Met1 routing:
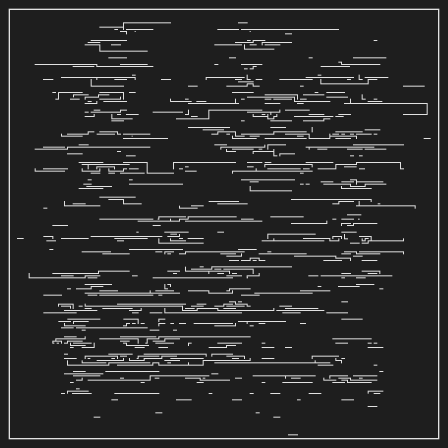
Metal layers overlaid:
Only two layers are drawn.
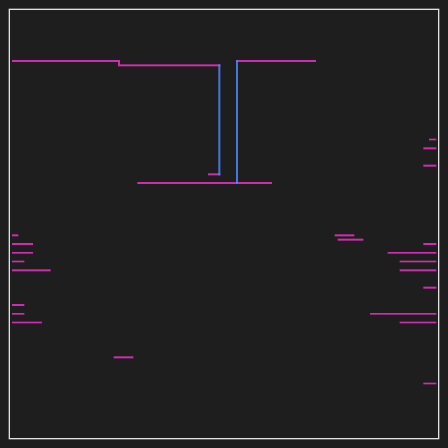
Met2 routing:
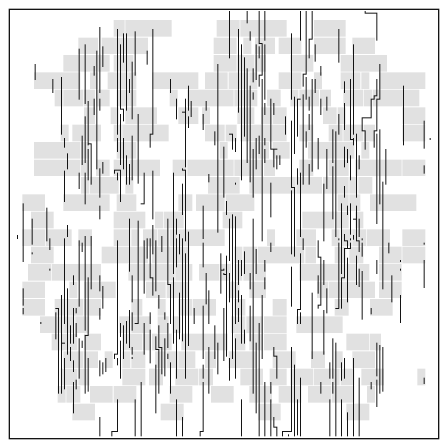
File: config.mk
export PLATFORM = sky130hd
export DESIGN_NAME = multicycle_control
export DESIGN_NICKNAME = d
export VERILOG_FILES = /design/src/rtl/rv_ctrl_pkg.sv /design/src/rtl/multicycle_control_alu.sv /design/src/rtl/multicycle_control.sv
export SDC_FILE = /design/constraint.sdc
export NUM_CORES = 1
export LEC_CHECK = 0
export CAP_MARGIN = 20
export CORE_MARGIN = 1.5
export CORE_UTILIZATION = 40
export CTS_BUF_LIST = sky130_fd_sc_hd__clkbuf_4 sky130_fd_sc_hd__clkbuf_8 sky130_fd_sc_hd__clkbuf_16
export DETAILED_ROUTE_END_ITERATION = 12
export HOLD_SLACK_MARGIN = 0.06
export PLACE_DENSITY_LB_ADDON = 0.05
export SETUP_SLACK_MARGIN = 0.15
export SLEW_MARGIN = 20
export SYNTH_ARGS = -nofsm -noshare
export SYNTH_HDL_FRONTEND = slang
export SYNTH_SLANG_ARGS = --single-unit
File: constraint.sdc
create_clock -name clk -period 3.05 [get_ports clk]
set_input_delay 0.4575 -clock clk [delete_from_list [all_inputs] [get_ports clk]]
set_output_delay 0.4575 -clock clk [all_outputs]
set_load 0.03 [all_outputs]
File: src/rtl/rv_ctrl_pkg.sv
// Shared constants and types for the multicycle RISC-V control unit.
// Opcodes, FSM state encoding and ALU operation codes.
package rv_ctrl_pkg;

  localparam logic [6:0] OP_RTYPE  = 7'b0110011;
  localparam logic [6:0] OP_LOAD   = 7'b0000011;
  localparam logic [6:0] OP_STORE  = 7'b0100011;
  localparam logic [6:0] OP_BRANCH = 7'b1100011;

  typedef enum logic [3:0] {
    S_FETCH  = 4'd0,
    S_DECODE = 4'd1,
    S_MEMADR = 4'd2,
    S_MEMRD  = 4'd3,
    S_MEMWB  = 4'd4,
    S_MEMWR  = 4'd5,
    S_EXEC   = 4'd6,
    S_ALUWB  = 4'd7,
    S_BRANCH = 4'd8
  } state_e;

  localparam logic [3:0] ALU_AND = 4'b0000;
  localparam logic [3:0] ALU_OR  = 4'b0001;
  localparam logic [3:0] ALU_ADD = 4'b0010;
  localparam logic [3:0] ALU_SUB = 4'b0110;

  // AOP_NONE parks the ALU at operation 0000 in states that don't use it
  typedef enum logic [1:0] {
    AOP_ADD   = 2'b00,
    AOP_SUB   = 2'b01,
    AOP_FUNCT = 2'b10,
    AOP_NONE  = 2'b11
  } alu_op_e;

endpackage

File: src/rtl/multicycle_control_alu.sv
// ALU-control decode: maps alu_op and funct to the 4-bit ALU operation.
// Flags funct patterns outside add/sub/and/or.
module alu_control
  import rv_ctrl_pkg::*;
(
  input  logic [1:0] alu_op,
  input  logic [3:0] funct,
  output logic [3:0] operation,
  output logic       bad_funct
);

  always_comb begin
    operation = ALU_AND;
    bad_funct = 1'b0;
    case (alu_op)
      AOP_ADD: operation = ALU_ADD;
      AOP_SUB: operation = ALU_SUB;
      AOP_FUNCT: begin
        case (funct)
          4'b0000: operation = ALU_ADD;
          4'b1000: operation = ALU_SUB;
          4'b0111: operation = ALU_AND;
          4'b0110: operation = ALU_OR;
          default: begin
            operation = ALU_ADD;
            bad_funct = 1'b1;
          end
        endcase
      end
      default: operation = ALU_AND;
    endcase
  end

endmodule

File: src/rtl/multicycle_control.sv
// Multicycle control FSM: fetch/decode/execute/memory/writeback sequencing
// with a req/ready memory handshake and a wait-cycle timeout.
module multicycle_control
  import rv_ctrl_pkg::*;
#(
  parameter int CNT_W       = 16,
  parameter int MEM_TIMEOUT = 255
) (
  input  logic             clk,
  input  logic             reset,
  input  logic [6:0]       opCode,
  input  logic [3:0]       funct,
  input  logic             zero,
  input  logic             mem_ready,
  output logic             mem_req,
  output logic             mem_write,
  output logic             ir_write,
  output logic             pc_write,
  output logic             pc_src,
  output logic             alu_src_a,
  output logic [1:0]       alu_src_b,
  output logic [3:0]       operation,
  output logic             reg_write,
  output logic             mem_to_reg,
  output logic             illegal,
  output logic [CNT_W-1:0] retired,
  output logic [3:0]       state
);

  localparam int WAIT_W =
    (MEM_TIMEOUT < 2) ? 1 : $clog2(MEM_TIMEOUT + 1);

  state_e             state_q, state_d;
  logic [CNT_W-1:0]   retired_q, retired_d;
  logic               illegal_q, illegal_d;
  logic [WAIT_W-1:0]  waitcnt_q, waitcnt_d;
  logic [1:0]         alu_op;
  logic               bad_funct;
  logic               retire;
  logic               mem_state;
  logic               timeout;

  alu_control u_alu_control (
    .alu_op    (alu_op),
    .funct     (funct),
    .operation (operation),
    .bad_funct (bad_funct)
  );

  assign mem_state = (state_q == S_FETCH) ||
                     (state_q == S_MEMRD) ||
                     (state_q == S_MEMWR);

  // Fires on the MEM_TIMEOUT-th consecutive cycle without mem_ready
  assign timeout = (MEM_TIMEOUT != 0) && mem_state && !mem_ready &&
                   (int'(waitcnt_q) == MEM_TIMEOUT - 1);

  always_comb begin
    state_d    = state_q;
    illegal_d  = 1'b0;
    retire     = 1'b0;
    mem_req    = 1'b0;
    mem_write  = 1'b0;
    ir_write   = 1'b0;
    pc_write   = 1'b0;
    pc_src     = 1'b0;
    alu_src_a  = 1'b0;
    alu_src_b  = 2'b00;
    reg_write  = 1'b0;
    mem_to_reg = 1'b0;
    alu_op     = AOP_NONE;
    case (state_q)
      S_FETCH: begin
        mem_req   = 1'b1;
        alu_src_b = 2'b01;
        alu_op    = AOP_ADD;
        if (mem_ready) begin
          ir_write = 1'b1;
          pc_write = 1'b1;
          state_d  = S_DECODE;
        end
      end
      S_DECODE: begin
        alu_src_b = 2'b10;
        alu_op    = AOP_ADD;
        case (opCode)
          OP_RTYPE:          state_d = S_EXEC;
          OP_LOAD, OP_STORE: state_d = S_MEMADR;
          OP_BRANCH:         state_d = S_BRANCH;
          default: begin
            state_d   = S_FETCH;
            illegal_d = 1'b1;
          end
        endcase
      end
      S_MEMADR: begin
        alu_src_a = 1'b1;
        alu_src_b = 2'b10;
        alu_op    = AOP_ADD;
        state_d   = (opCode == OP_LOAD) ? S_MEMRD : S_MEMWR;
      end
      S_MEMRD: begin
        mem_req = 1'b1;
        if (mem_ready) state_d = S_MEMWB;
      end
      S_MEMWB: begin
        reg_write  = 1'b1;
        mem_to_reg = 1'b1;
        retire     = 1'b1;
        state_d    = S_FETCH;
      end
      S_MEMWR: begin
        mem_req   = 1'b1;
        mem_write = 1'b1;
        if (mem_ready) begin
          retire  = 1'b1;
          state_d = S_FETCH;
        end
      end
      S_EXEC: begin
        alu_src_a = 1'b1;
        alu_op    = AOP_FUNCT;
        illegal_d = bad_funct;
        state_d   = S_ALUWB;
      end
      S_ALUWB: begin
        reg_write = 1'b1;
        retire    = 1'b1;
        state_d   = S_FETCH;
      end
      S_BRANCH: begin
        alu_src_a = 1'b1;
        alu_op    = AOP_SUB;
        pc_src    = 1'b1;
        pc_write  = zero;
        retire    = 1'b1;
        state_d   = S_FETCH;
      end
      default: state_d = S_FETCH;
    endcase
    if (timeout) begin
      state_d   = S_FETCH;
      illegal_d = 1'b1;
    end
    if (mem_state && !mem_ready && !timeout)
      waitcnt_d = waitcnt_q + WAIT_W'(1);
    else
      waitcnt_d = '0;
    retired_d = retired_q + CNT_W'(retire);
  end

  always_ff @(posedge clk) begin
    if (reset) begin
      state_q   <= S_FETCH;
      retired_q <= '0;
      illegal_q <= 1'b0;
      waitcnt_q <= '0;
    end else begin
      state_q   <= state_d;
      retired_q <= retired_d;
      illegal_q <= illegal_d;
      waitcnt_q <= waitcnt_d;
    end
  end

  assign illegal = illegal_q;
  assign retired = retired_q;
  assign state   = state_q;

endmodule
==> out/results.ini <==
[floorplanning]
fp.dieW_um=66.8
io_pins=50
chipArea_um2=4460
core.rowCount=23

[synthesis]
ys_area_um2=1630
syn_area_um2=1630
numSynthFlops=29
top_cell=dfxtp_1
topCellsByArea=dfxtp_1, nor2_1, xor2_1
yosysWarnings=0
postSynthSeqShare=0.357
top_area_cell=dfxtp_1
fp_nets=219
ys_cells=199
ys_top_cells_by_count=dfxtp_1, nor2_1, a21oi_1
synthArstFlopShare=0
synth_cells=199

[global_routing]
grt_pass1_wl_um=6220
grt_max_degree=21
antenna_found_initial=0
grt_overflow=0

[clocking]
cts_tree=built
clkSlewWorstSetupHoldPaths_ns=0.07
cts_max_path_buffers=2
cts_buffers=5
clock_latency_ns=0.28
cts.sinks=29
postCtsSetupBuffers=0
postCtsHoldBufs=0
root_buffer=clkbuf_8

[route]
antenna_left=0
viasPerCell=5.28
routed_wl_um=3890
dr.pass1.iters=6
wl_per_cell_um=13.0
drtIter0Drc=28
num_vias=1572

[cells_and_area]
fin_nets=267
final_layout_size_suffix_gt1_frac=0.0887
n_antenna_cell=0
fin_util=0.571
nFillCells=375

[timing]
max_freq_mhz=371
relSlewSlack=0.521
max_slew.worst_pin.slew_ns=0.716
period_needed_ns=2.69
rsz0062_at_grt=no
hold_viol=0

[placed_design]
port_buffers=48
hpwl_um=2890
place.gp.congestion=0.780

[worst_hold_path]
hp-class=reg -> reg

[run]
drv_cap=0
warnings=28

[setup_path]
path_class=reg -> out
worst-path-buf-inv=1
path_cells=and2b_1 -> nand3_1 -> nor4_1 -> clkdlybuf4s50_1

[power_and_ir_drop]
p_leak_nw=0.791
max-vdd-ir-drop_uv=273
powerDensity_nw_per_um2=363

[run_status]
status=finished clean

About 'met1 routing':
- main direction: horizontal
- longest straight run: 17.9 um
- share of all routed wire: 45%
- wire length on this layer: 1740 um
- nets with wire on the layer: 230

About 'metal layers overlaid':
- met3: magenta (wire length 142 um)
- met4: blue (wire length 36.0 um)

About 'met2 routing':
- wire length on this layer: 1970 um
- main direction: vertical
- longest straight run: 27.2 um
- nets with wire on the layer: 231
- share of all routed wire: 51%

[through the flow]
stage	instance area (um2)	hold WS, ns	cells	setup WS, ns	total power, mW
global placement	2150	0.475	290	0.488	0.475
CTS	2250	0.502	298	0.252	0.829
floorplan	1630	0.453	199	0.375	0.439
detailed placement	2150	0.486	290	0.453	0.477
global route	2250	0.542	298	0.208	0.857
finish	2250	0.500	298	0.356	0.818
[metal layers]
layer / global-route usage / share of wire / vias up
met1: 0.229 / 0.45 / 740
met2: 0.309 / 0.51 / 31
met3: 0.0456 / 0.036 / 4
met4: 0.0638 / 0.0093 / 0
li1: - / - / 797
met5: 0 / 0 / -
[cells by family after synthesis]
kind of cell    synth area share
simple gates               0.327
compound gates             0.125
flops                      0.357
buf+inv                   0.0446
xor+xnor                  0.0861
fa+ha+maj                 0.0384
mux                       0.0192
other cells              0.00230
[what timing repair did]
action,4_1_cts,5_1_grt
endpoints found under the setup margin,0,1
resized,0,1
endpoints found under the hold margin,0,0
[worst paths after layout]
path / from / to / cells after the start
max: state[0]$_SDFFE_PP0P_ / operation[0] / 4
min reg2reg: waitcnt_q[0]$_SDFF_PP0_ / waitcnt_q[0]$_SDFF_PP0_ / 1
max reg2reg: state[0]$_SDFFE_PP0P_ / retired[15]$_SDFF_PP0_ / 8
min: waitcnt_q[0]$_SDFF_PP0_ / waitcnt_q[0]$_SDFF_PP0_ / 1
[sequential cells by signal (all words and copies together) (netlist names)]
register and count:
waitcnt_q 8, illegal 1, state 4, retired 16
[power by group]
part	internal (mW)	switching, mW
logic	0.0397	0.0411
registers	0.381	0.00590
clock network	0.204	0.146
total	0.625	0.193
[area by class of cell]
type	count	area, um2	share of cell area
clock buffers	7	96.3	0.0428
clock inverters	1	5.00	0.00222
inverters	8	30.0	0.0133
multi-input cells	153	981	0.436
flip-flops and latches	29	582	0.258
well taps	50	62.6	0.0278
repair buffers	50	495	0.220
[worst reg2reg max path, delay by kind of cell, from the launching register on]
kind / cells / cell delay, ns
AOI/OAI and AO/OA: 3 / 0.47
adders and majority gates: 1 / 0.19
DFF: 1 / 0.69
muxes: 1 / 0.35
and+or+nand+nor: 3 / 0.61
[placed cells by master, fill, tap and decap left out, drive strengths merged, types with 4 or more instances in the layout]
master and n:
xor2 10, nor2 27, a21oi 11, nand4 6, nand2b 5, or3 7
nor2b 5, o21ai 9, nand3 9, nor4 6, nand2 9, inv 8
and3 4, ha 5, clkdlybuf4s50 48, clkbuf 7, dfxtp 29, xnor2 6
nor3 6
Power and IR drop assume default switching activity.
